`config.mk`:
```
export PLATFORM = sky130hd
export DESIGN_NAME = fifo_push_arbiter
export DESIGN_NICKNAME = d
export VERILOG_FILES = /design/src/rtl/fifo_push_arbiter.sv
export SDC_FILE = /design/constraint.sdc
export NUM_CORES = 1
export LEC_CHECK = 0
export CAP_MARGIN = 15
export CORE_MARGIN = 2
export CORE_UTILIZATION = 45
export CTS_CLUSTER_DIAMETER = 60
export DETAILED_ROUTE_END_ITERATION = 10
export PLACE_DENSITY = 0.78
export SLEW_MARGIN = 20
export SYNTH_ARGS = -nofsm -noshare
export SYNTH_HDL_FRONTEND = slang
export SYNTH_SLANG_ARGS = --single-unit
```
`constraint.sdc`:
```
create_clock -name clk -period 3.97 [get_ports clk]
set_input_delay 0.794 -clock clk [delete_from_list [all_inputs] [get_ports clk]]
set_output_delay 0.794 -clock clk [all_outputs]
set_load 0.01 [all_outputs]
```
`src/rtl/fifo_push_arbiter.sv`:
```
// -----------------------------------------------------------------------------
// fifo_push_arbiter
//
// Shares one FIFO push port among NREQ requesters using round-robin
// arbitration. The controller tracks FIFO occupancy itself and can empty the
// FIFO on request with back-to-back pops.
//
// Every output is registered. full/empty are decoded from the registered
// level.
//
// Ports
//   clk           single clock, rising edge
//   reset         asynchronous, active-high
//   req           per-requester push request (bit i = requester i)
//   req_data      requester i word at [i*W +: W]
//   drain         request to empty the FIFO
//   gnt           one-hot grant, high in the cycle the granted word is pushed
//   fifo_push     push strobe to the FIFO
//   fifo_data_in  word accompanying fifo_push (zero when not pushing)
//   fifo_pop      pop strobe to the FIFO
//   level         tracked FIFO occupancy
//   state         00 IDLE, 01 FILL, 10 DRAIN
//   full          level == DEPTH
//   empty         level == 0
//
// state | meaning
// ------+--------------------------------------------------------------
// IDLE  | no push last edge; waiting for a request or a drain
// FILL  | a word was granted and pushed on the last edge
// DRAIN | popping one word per edge until level reaches 0; no grants
// -----------------------------------------------------------------------------
module fifo_push_arbiter #(
  parameter int NREQ  = 4,
  parameter int W     = 4,
  parameter int DEPTH = 4
) (
  input  logic                       clk,
  input  logic                       reset,
  input  logic [NREQ-1:0]            req,
  input  logic [NREQ*W-1:0]          req_data,
  input  logic                       drain,
  output logic [NREQ-1:0]            gnt,
  output logic                       fifo_push,
  output logic [W-1:0]               fifo_data_in,
  output logic                       fifo_pop,
  output logic [$clog2(DEPTH+1)-1:0] level,
  output logic [1:0]                 state,
  output logic                       full,
  output logic                       empty
);

  localparam int LVL_W = $clog2(DEPTH + 1);
  localparam int PTR_W = (NREQ > 1) ? $clog2(NREQ) : 1;
  localparam logic [LVL_W-1:0] LVL_MAX  = LVL_W'(DEPTH);
  localparam logic [LVL_W-1:0] LVL_ONE  = LVL_W'(1);
  localparam logic [PTR_W-1:0] PTR_LAST = PTR_W'(NREQ - 1);
  localparam logic [PTR_W-1:0] PTR_ONE  = PTR_W'(1);

  typedef enum logic [1:0] {
    ST_IDLE  = 2'b00,
    ST_FILL  = 2'b01,
    ST_DRAIN = 2'b10
  } state_t;

  state_t           st_q;
  state_t           st_d;
  // rr_ptr_q holds the index that gets first look on the next arbitration,
  // i.e. (last granted + 1) mod NREQ.
  logic [PTR_W-1:0] rr_ptr_q;
  logic [PTR_W-1:0] rr_ptr_d;
  logic [LVL_W-1:0] level_d;
  logic [NREQ-1:0]  gnt_d;
  logic             push_d;
  logic             pop_d;
  logic [W-1:0]     data_d;

  // ---------------------------------------------------------------------------
  // Round-robin search: walk NREQ positions starting at rr_ptr_q, wrapping at
  // NREQ-1, and take the first active request.
  // ---------------------------------------------------------------------------
  logic             arb_found;
  logic [PTR_W-1:0] arb_sel;
  logic [PTR_W-1:0] arb_idx;

  always_comb begin
    arb_found = 1'b0;
    arb_sel   = '0;
    arb_idx   = rr_ptr_q;
    for (int i = 0; i < NREQ; i++) begin
      if (!arb_found && req[arb_idx]) begin
        arb_found = 1'b1;
        arb_sel   = arb_idx;
      end
      arb_idx = (arb_idx == PTR_LAST) ? '0 : arb_idx + PTR_ONE;
    end
  end

  // Winner's one-hot grant and data word.
  logic [NREQ-1:0] sel_onehot;
  logic [W-1:0]    sel_data;

  always_comb begin
    sel_onehot = '0;
    sel_data   = '0;
    for (int i = 0; i < NREQ; i++) begin
      if (arb_sel == PTR_W'(i)) begin
        sel_onehot[i] = 1'b1;
        sel_data      = req_data[i*W +: W];
      end
    end
  end

  // ---------------------------------------------------------------------------
  // Next-state and registered-output values
  // ---------------------------------------------------------------------------
  always_comb begin
    st_d     = st_q;
    rr_ptr_d = rr_ptr_q;
    level_d  = level;
    gnt_d    = '0;
    push_d   = 1'b0;
    pop_d    = 1'b0;
    data_d   = '0;

    case (st_q)
      ST_DRAIN: begin
        // Drain runs to completion regardless of the drain input. The pop
        // that takes level to zero also returns the controller to IDLE.
        if (level != '0) begin
          pop_d   = 1'b1;
          level_d = level - LVL_ONE;
          if (level == LVL_ONE) begin
            st_d = ST_IDLE;
          end
        end else begin
          st_d = ST_IDLE;
        end
      end

      default: begin
        // IDLE and FILL share arbitration; drain wins over any request on the
        // same edge, but only when there is something to drain.
        if (drain && (level != '0)) begin
          st_d = ST_DRAIN;
        end else if (arb_found && (level < LVL_MAX)) begin
          st_d     = ST_FILL;
          gnt_d    = sel_onehot;
          push_d   = 1'b1;
          data_d   = sel_data;
          level_d  = level + LVL_ONE;
          rr_ptr_d = (arb_sel == PTR_LAST) ? '0 : arb_sel + PTR_ONE;
        end else begin
          st_d = ST_IDLE;
        end
      end
    endcase
  end

  always_ff @(posedge clk or posedge reset) begin
    if (reset) begin
      st_q         <= ST_IDLE;
      rr_ptr_q     <= '0;
      level        <= '0;
      gnt          <= '0;
      fifo_push    <= 1'b0;
      fifo_pop     <= 1'b0;
      fifo_data_in <= '0;
    end else begin
      st_q         <= st_d;
      rr_ptr_q     <= rr_ptr_d;
      level        <= level_d;
      gnt          <= gnt_d;
      fifo_push    <= push_d;
      fifo_pop     <= pop_d;
      fifo_data_in <= data_d;
    end
  end

  assign state = st_q;
  assign full  = (level == LVL_MAX);
  assign empty = (level == '0);

endmodule
```
met1.png
Cells faint in the background.
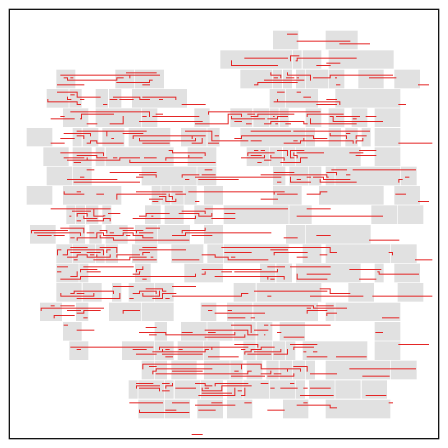
The layer carries 1450 um of wire. The wires run mostly horizontal.
met1 Resource Use GR: 0.239
Vias: 1267
WL final: 3250 um

met2.png
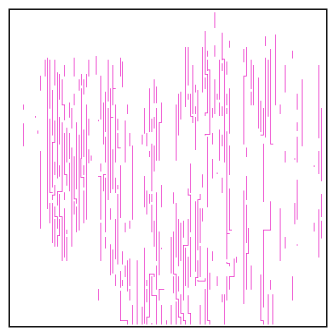
The wires run mostly vertical. 180 nets have wire on it. The layer carries 1660 um of wire. The layer holds 51% of the routed length. The longest straight run is 28.6 um.

met3.png
Cells faint in the background.
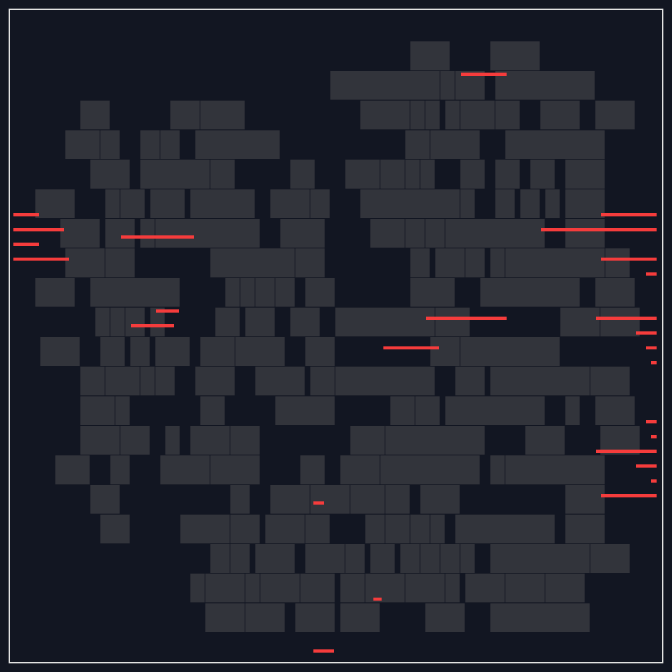
The layer carries 85.1 um of wire. The longest straight run is 10.3 um. 24 nets have wire on it. The layer holds 2.6% of the routed length. The wires run mostly horizontal.
met3 usage: 0.0130

==> impl_metrics.ini <==
; flow metrics
[pwr]
powerComb_uw = 1010
p_sw_uw = 630
internal_power_uw = 754
ir_worst_vdd_mv = 0.363
powerDensity_nw_per_um2 = 745
p_clk_frac = 0.065
fin_total_pwr_uw = 1380
seqPwrFrac = 0.206
comb_power_share = 0.729
pg_clk_uw = 90.0
power_switching_share = 0.455

[critical_path]
required_ns = 4.16
critPathCapture = fifo_data_in[0]
rr_worst_depth = 12
crit_family = AND-OR/OR-AND gates
regToRegSetupSlack_ns = 0.59
r2r-start = rr_ptr_q[0]
crit_buf_inv = 2
crit_path_start_kind = input pin
cp_max_fo = 9
cp_cell_sequence = clkdlybuf4s50_1, mux4_2, inv_1, o311ai_2, nand2b_1, o211ai_1, ha_1, nor2b_1, a221oi_1, nor3_1, a21oi_1, nor2_1
arrival_ns = 3.64

[final_layout]
antenna_cells = 0
seq_cell_count = 17
layout.area.comb_um2 = 896
n_all_inverters = 11
clkbuf_count = 4
reg_top3 = fifo_data_in (4), gnt (4), level (3)
instances_no_fill = 231
fin_util = 0.613
area_delta_synth_final_pct = 31.7
layout.cells.most_common = clkdlybuf4s50_1
comb_share = 0.482
stdcell_area_um2 = 1860
buffers = 42
fill_cells = 261
buf_share = 0.222
seq_area_frac = 0.229
layout.cells.most_common_list = clkdlybuf4s50_1, dfrtp_1, inv_1, a21oi_1

[clocking]
cts_hold_buf = 0
numCtsBuffers = 3
clkTransAtPathRegs_ns = 0.09
post_cts_buffers = 0
cts_buffer_depth = 2
cts_sinks = 17
cts_tree = built

[run_status]
status = complete, no violations

[synth]
top_cells_by_area = dfrtp_1, ha_1, a21oi_1, nor2b_1, nor3_1
ys_sh_adder = 0.0710
yosysSeqAreaShare = 0.302
avgSynthCellArea_um2 = 9.46
synth-main-ff-cell = dfrtp_1
ys_area_um2 = 1410
ys_top_logic_family = AND-OR/OR-AND gates
synth-edff-count = 0
netlist.area_leader.share = 0.302

[timing]
fin_crit_sh = 0.870
fin_skew_ns = 0.00284
worst_pin_slew_ns = 0.611
fin_crit_ns = 3.45
slew_headroom = 0.592
finalWorstSetupSlack_ns = 0.518
fmax_ghz = 0.290
hold_violations = 0
finalSetupTns_ns = 0

[grt]
grt_pass1_vias = 1273
grt_usage = 0.202
grt_pass1_wl_um = 5580
grt_start_max_net_pins = 24

[floorplanning]
fp-utilization = 0.466
taps = 44
fp.dieW_um = 60.0

[drt]
ant_nets = 0
met2_wirelength_um = 1660

[job]
openroad.warnings = 31

[place]
dp_slack_ns = 0.266
